==> config.mk <==
export PLATFORM = sky130hd
export DESIGN_NAME = m2fm_field_writer
export DESIGN_NICKNAME = d
export VERILOG_FILES = /design/src/rtl/m2fm_field_writer.sv
export SDC_FILE = /design/constraint.sdc
export NUM_CORES = 1
export LEC_CHECK = 0
export ABC_CLOCK_PERIOD_IN_PS = 2150
export CORE_MARGIN = 2
export CORE_UTILIZATION = 60
export CTS_BUF_LIST = sky130_fd_sc_hd__clkbuf_4
export CTS_CLUSTER_DIAMETER = 100
export DETAILED_ROUTE_END_ITERATION = 8
export DONT_BUFFER_PORTS = 1
export GPL_TIMING_DRIVEN = 0
export PLACE_DENSITY = 0.8
export SKIP_CTS_REPAIR_TIMING = 1
export SLEW_MARGIN = 20
export SYNTH_ARGS = -nofsm -noshare
export SYNTH_HDL_FRONTEND = slang
export SYNTH_SLANG_ARGS = --single-unit
export TNS_END_PERCENT = 20
==> constraint.sdc <==
create_clock -name clk -period 2.15 [get_ports clk]
set_input_delay 0.5375 -clock clk [delete_from_list [all_inputs] [get_ports clk]]
set_output_delay 0.5375 -clock clk [all_outputs]
set_load 0.1 [all_outputs]
### Congestion heat map, run 1

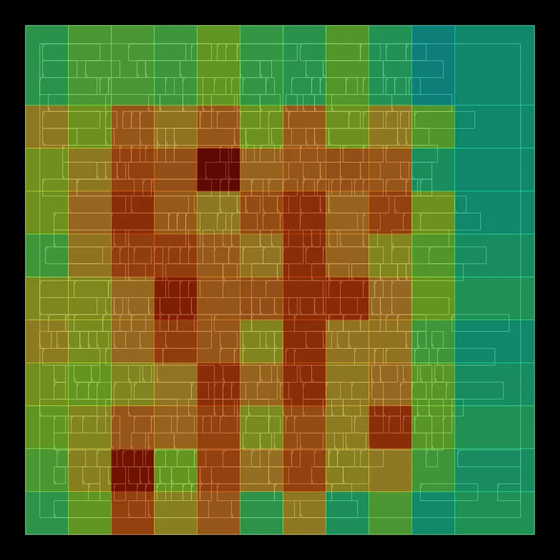
GRT Util Overall: 0.277
final core area utilization: 0.716
global-route met2 utilization: 0.404

### Sequential cells colored by netlist name, run 1

Bar = 20 um. Other sequential cells in the stronger gray, the rest of the logic in the fainter gray.
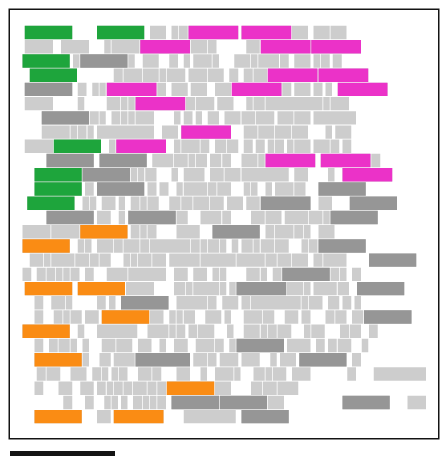
color	name in the netlist	sequential cells
green	hold_data	8
magenta	crc	16
orange	owed	10
not colored	28
power dissipated in sequential cells: 1.49 mW
Register Area: 1580 um^2
share of the final layout cell area in sequential cells: 0.375

### Wire density map, run 1

Bar = 20 um. 16 x 16 tiles, from dark blue (low) to red (high), scaled to the fullest tile. Values are wire area over tile area, all layers added.
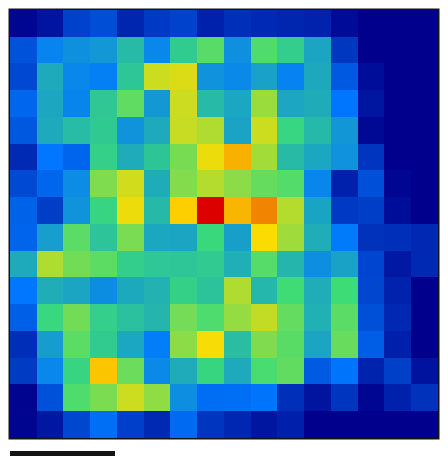
densest ninth of the die	middle
nearly empty tiles	12%
mean over tiles	0.21
tiles over half the peak	23%
emptiest ninth of the die	top right
fullest tile	0.67
mean routed wirelength per cell: 17.7 um
number of vias after detailed routing: 3099
routed wire length: 8.81 mm

### Routed metal, one color a layer, run 1

Bar = 20 um.
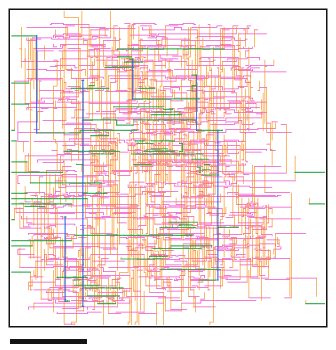
color	layer	wire length
magenta	met1	3880 um
green	met3	565 um
orange	met2	4200 um
blue	met4	169 um

==> notes.md, run 1 <==
Observations from the implementation run.

Run status:
- The run finished, with violations left.
- The final reports fail on negative setup slack.

Synthesis:
- Yosys reported that registers with async set or reset make up 1.00.
- Looking at the gate-level netlist, the highest instance count belongs to dfrtp_1.
- Counting distinct cell types in the post-synthesis netlist gives 64.
- The run gives the most used flip-flop cell as dfrtp_1.
- The run puts the sequential fraction of the synthesis area at 0.433.
- The run gives the synthesized instance count as 385.
- By area the synthesized netlist is led by dfrtp_1 (32%), dfstp_2 (12%), o21ai_0 (5.0%).
- Sorting the synthesized cells by how often they occur yields dfrtp_1 (46), nand2_1 (41), nor2_1 (38), o21ai_0 (36), a21oi_1 (27).

Finish:
- After the flow finishes, the layout carries non-filler instances totaling 498.
- Counting only logic cells after layout, the most numerous master is dfrtp_1.

STA:
- The run gives the final setup slack of the worst path as -0.414 ns.
- The run gives the time the final worst path needs with I/O delays and setup as 2.56 ns.
- The run gives the fmax as 390 MHz.
- The run gives the setup-violating endpoint count in the final report as 4.

Critical path:
- The run puts the data arrival at the endpoint of the critical path at 2.03 ns.
- The largest single stage delay on the critical path is 0.42 ns.

Placed design:
- The run puts the final weighted congestion in routability-driven placement at 0.936.

Min path:
- The run puts the number of cells on the worst hold path at 1.

Power and ir drop:
- In this run the static leakage power is 1.75 nW.

Clock tree:
- Per the skew report, the later register of the worst-skew pair sees a clock latency of 0.44 ns.
- The run gives the clock tree root buffer cell as clkbuf_4.

Global route:
- The run gives the via count of the first global-routing pass as 2782.
- The run puts the number of antenna violations at the first check in global routing at 0.

Job:
- Across all stage logs, warnings added up to 31.

Die:
- The floorplan step records an initial core utilization of 0.617.
[run 1: routing by layer]
metal  GRT usage  part of all wire  up-vias
li1            -                 -     1439
met1       0.394              0.44     1515
met2       0.404              0.48      128
met3      0.0703             0.064       17
met4       0.115             0.019        0
met5           0                 0        -
[run 1: final cells by class]
| type | instances | area (um^2) | share of cell area |
|---|---|---|---|
| multi-input combinational | 288 | 1970 | 0.467 |
| timing repair buffer | 23 | 215 | 0.0511 |
| buffer | 20 | 134 | 0.0318 |
| sequential | 62 | 1580 | 0.375 |
| inverter | 14 | 52.6 | 0.0125 |
| clock inverter | 7 | 104 | 0.0246 |
| tap | 75 | 93.8 | 0.0223 |
| clock buffer | 9 | 67.6 | 0.0160 |
[run 1: power by group]
group / switching, mW / internal (mW) / total, mW
clock: 0.514 / 0.489 / 1.00
combinational: 0.668 / 0.542 / 1.21
sequential: 0.181 / 1.31 / 1.49
total: 1.36 / 2.34 / 3.70
[run 1: critical path, delay by kind of cell (launching register included)]
family | cells | cell delay, ns
buf+inv | 1 | 0.18
flops | 1 | 0.41
simple gates | 4 | 1.01
[run 1: stage by stage]
step / util / worst slack [ns] / hold slack [ns]
floorplan: - / -0.648 / 0.242
global placement: 0.639 / -0.810 / 0.244
detailed placement: 0.643 / -0.622 / 0.244
CTS: 0.672 / -0.635 / -0.244
global route: 0.716 / -0.513 / 0.216
finish: 0.716 / -0.414 / 0.234
[run 1: cell families (layout without fill, tap and decap cells)]
kind of cell | Yosys count | in the layout | share of synthesized area
flip-flops | 62 | 62 | 0.433
AND/OR/NAND/NOR | 136 | 136 | 0.197
buffers and inverters | 35 | 73 | 0.0441
adder cells (fa/ha/maj) | 6 | 6 | 0.0207
multiplexers | 22 | 22 | 0.0754
XOR/XNOR | 26 | 26 | 0.0627
AND-OR/OR-AND | 98 | 98 | 0.168
--- run 2 (diff from run 1) ---
--- a/config.mk
+++ b/config.mk
@@ -5,7 +5,7 @@
 export SDC_FILE = /design/constraint.sdc
 export NUM_CORES = 1
 export LEC_CHECK = 0
-export ABC_CLOCK_PERIOD_IN_PS = 2150
+export ABC_CLOCK_PERIOD_IN_PS = 3300
 export CORE_MARGIN = 2
 export CORE_UTILIZATION = 60
 export CTS_BUF_LIST = sky130_fd_sc_hd__clkbuf_4
@@ -13,7 +13,7 @@
 export DETAILED_ROUTE_END_ITERATION = 8
 export DONT_BUFFER_PORTS = 1
 export GPL_TIMING_DRIVEN = 0
-export PLACE_DENSITY = 0.8
+export PLACE_DENSITY = 0.77
 export SKIP_CTS_REPAIR_TIMING = 1
 export SLEW_MARGIN = 20
 export SYNTH_ARGS = -nofsm -noshare
==> constraint.sdc (replaced) <==
create_clock -name clk -period 3.3 [get_ports clk]
set_input_delay 0.825 -clock clk [delete_from_list [all_inputs] [get_ports clk]]
set_output_delay 0.825 -clock clk [all_outputs]
set_load 0.1 [all_outputs]
### Sequential cells colored by netlist name, run 2

Bar = 20 um. Other sequential cells in the stronger gray, the rest of the logic in the fainter gray.
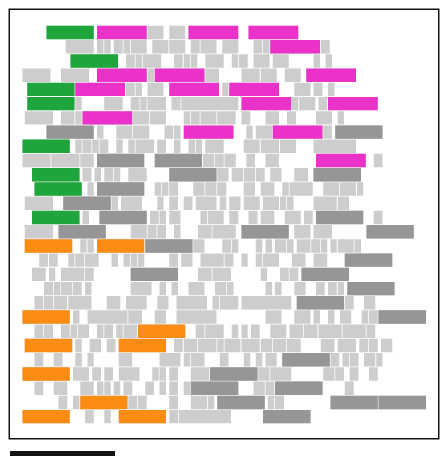
color	name in the netlist	sequential cells
green	hold_data	8
magenta	crc	16
orange	owed	10
not colored	28
final core area utilization: 0.663
share of the final layout cell area in sequential cells: 0.402
Register Area: 1570 um^2
power dissipated in sequential cells: 976 uW

### Routed metal, one color a layer, run 2

Bar = 20 um.
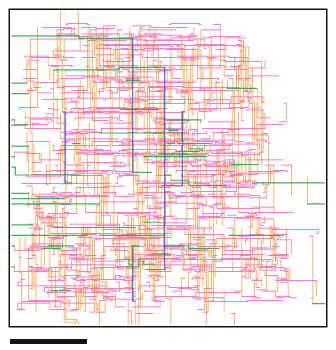
color	layer	wire length
green	met3	443 um
orange	met2	3570 um
magenta	met1	3720 um
blue	met4	139 um
routed wire length: 7.87 mm
mean routed wirelength per cell: 16.5 um
GRT Util Overall: 0.266
number of vias after detailed routing: 2873

==> notes.md, run 2 <==
Observations from the implementation run.

Run status:
- Result of the run: completed (was finished with violations).

Placed design:
- The setup slack at placement came to 0.541 ns (was -0.622 ns).
- The final weighted congestion in routability-driven placement came to 0.976 (was 0.936).
- The run puts the HPWL after detailed placement at 5.65 mm (was 5.99 mm).

Detailed routing:
- The run puts the iteration tally of the first detailed-router pass at 4 (was 6).
- The run gives the number of nets with antenna violations after detailed routing as 0 (unchanged).

Synthesis:
- The post-synthesis register bit count is 62 (unchanged).
- The run gives the fraction of registers with async set/reset as 1.00 (unchanged).
- The number of warnings printed during yosys synthesis was 0 (unchanged).
- The most used flip-flop cell is dfrtp_1 (unchanged).
- The run puts the synthesized instance count at 385 (unchanged).
- Most numerous cell types in the synthesized netlist: dfrtp_1 (46), nand2_1 (41), nor2_1 (38), o21ai_0 (36), a21oi_1 (27) (unchanged).
- The run gives the total cells reported by yosys after synthesis as 385 (unchanged).
- Main area contributors after synthesis: dfrtp_1 (32%), dfstp_2 (12%), o21ai_0 (5.0%) (unchanged).
- The run puts the number of distinct standard cells referenced by the synthesized netlist at 64 (unchanged).
- The most used standard cell by instance count after synthesis is dfrtp_1 (unchanged).
- The sequential fraction of the synthesis area is 0.433 (unchanged).

Job:
- The run gives the count of warning messages emitted by the tools as 29 (was 31).
- The run puts the number of max-capacitance violations reported at 0 (unchanged).

Finish:
- The run gives the antenna diode count as 0 (unchanged).
- The dominant logic cell type in the layout is dfrtp_1 (unchanged).
- The run puts the number of nets in the finished design at 427 (was 448).
- The run puts the final design instance area without fill at 3910 um^2 (was 4220 um^2).
- The run gives the number of flip-flops under the largest register name as 16 (unchanged).

Power and ir drop:
- The run gives the leakage power as 1.58 nW (was 1.75 nW).

STA:
- The run puts the total negative setup slack at 0 ns (was -0.619 ns).
- The run puts the final setup slack of the worst path at 0.191 ns (was -0.414 ns).
- Static timing analysis puts the maximum clock frequency at 322 MHz.
- The run puts the setup-violating endpoint count in the final report at 0 (was 4).
- The smallest clock period supported by the final layout is computed as 3.11 ns.

Die:
- The run puts the fraction of the core area occupied by cells at floorplan at 0.617 (unchanged).

Global route:
- The run puts the pin count of the biggest net entering global routing at 63 (unchanged).
- The number of antenna violations at the first check in global routing is 0 (unchanged).
- The via count of the first global-routing pass came to 2769 (was 2782).

Critical path:
- The run gives the slowest cell on the critical path as dfrtp_1 (was or3_4).
- The run gives the delay of the slowest cell on the worst path as 0.98 ns (was 0.42 ns).
- The run puts the data arrival at the endpoint of the critical path at 2.28 ns (was 2.03 ns).
- Critical-path cell list: nand2_1, nor4_4, buf_16 (was or3_4, nor4_4, and3_4, nor4_4, buf_16).

Min path:
- The run gives the class of the tightest hold or removal check as input port to asynchronous set/reset pin (was input port to register).

Clock tree:
- The clock tree root buffer cell is clkbuf_4 (unchanged).
- The run puts the level count of the clock H-tree at 3 (unchanged).
- The run puts the insertion delay to the later sink of the worst-skew pair at 0.42 ns (was 0.44 ns).
- The run puts the maximum buffer depth of the clock tree at 2 (unchanged).
-- run 2: metrics by stage --
stage	cells	hold slack, ns
after floorplan	385	0.442
after global placement	460	0.456
after detailed placement	461	0.464
after CTS	477	0.0696
after global routing	477	0.0603
final	477	0.0938
-- run 2: area by class of cell --
cell class | instances | area [um^2]
plain buffers | 21 | 108
repair buffers | 1 | 27.5
fillers | 485 | 1980
multi-input cells | 288 | 1910
clock buffers | 9 | 67.6
well taps | 75 | 93.8
flip-flops and latches | 62 | 1570
clock inverters | 7 | 73.8
inverters | 14 | 52.6
-- run 2: cells by family (layout without fill, tap and decap cells) --
group                      count (synthesis)  after routing  share of synthesized area
DFF                                       62             62                      0.433
xor gates and xnor gates                  26             26                     0.0627
muxes                                     22             22                     0.0754
adders and majority gates                  6              6                     0.0207
and+or+nand+nor                          136            136                      0.197
buffers and inverters                     35             52                     0.0441
AOI/OAI and AO/OA                         98             98                      0.168
-- run 2: routing by layer --
layer  GRT usage  vias to the layer above  part of all wire
met5           0                        -                 0
met1       0.378                     1390              0.47
met2       0.391                       81              0.45
met3      0.0758                       14             0.056
li1            -                     1388                 -
met4      0.0900                        0             0.018
-- run 2: power breakdown --
group | switching [mW] | internal [mW]
combinational | 0.361 | 0.244
clock | 0.297 | 0.231
sequential | 0.129 | 0.848
total | 0.787 | 1.32
-- run 2: worst max-delay path, delay by kind of cell (launching register included) --
| family | cells | cell delay [ns] |
|---|---|---|
| flops | 1 | 0.98 |
| simple gates | 2 | 0.66 |
| buf+inv | 1 | 0.22 |
Power figures rest on the tool's default switching activity, not on a simulated workload.
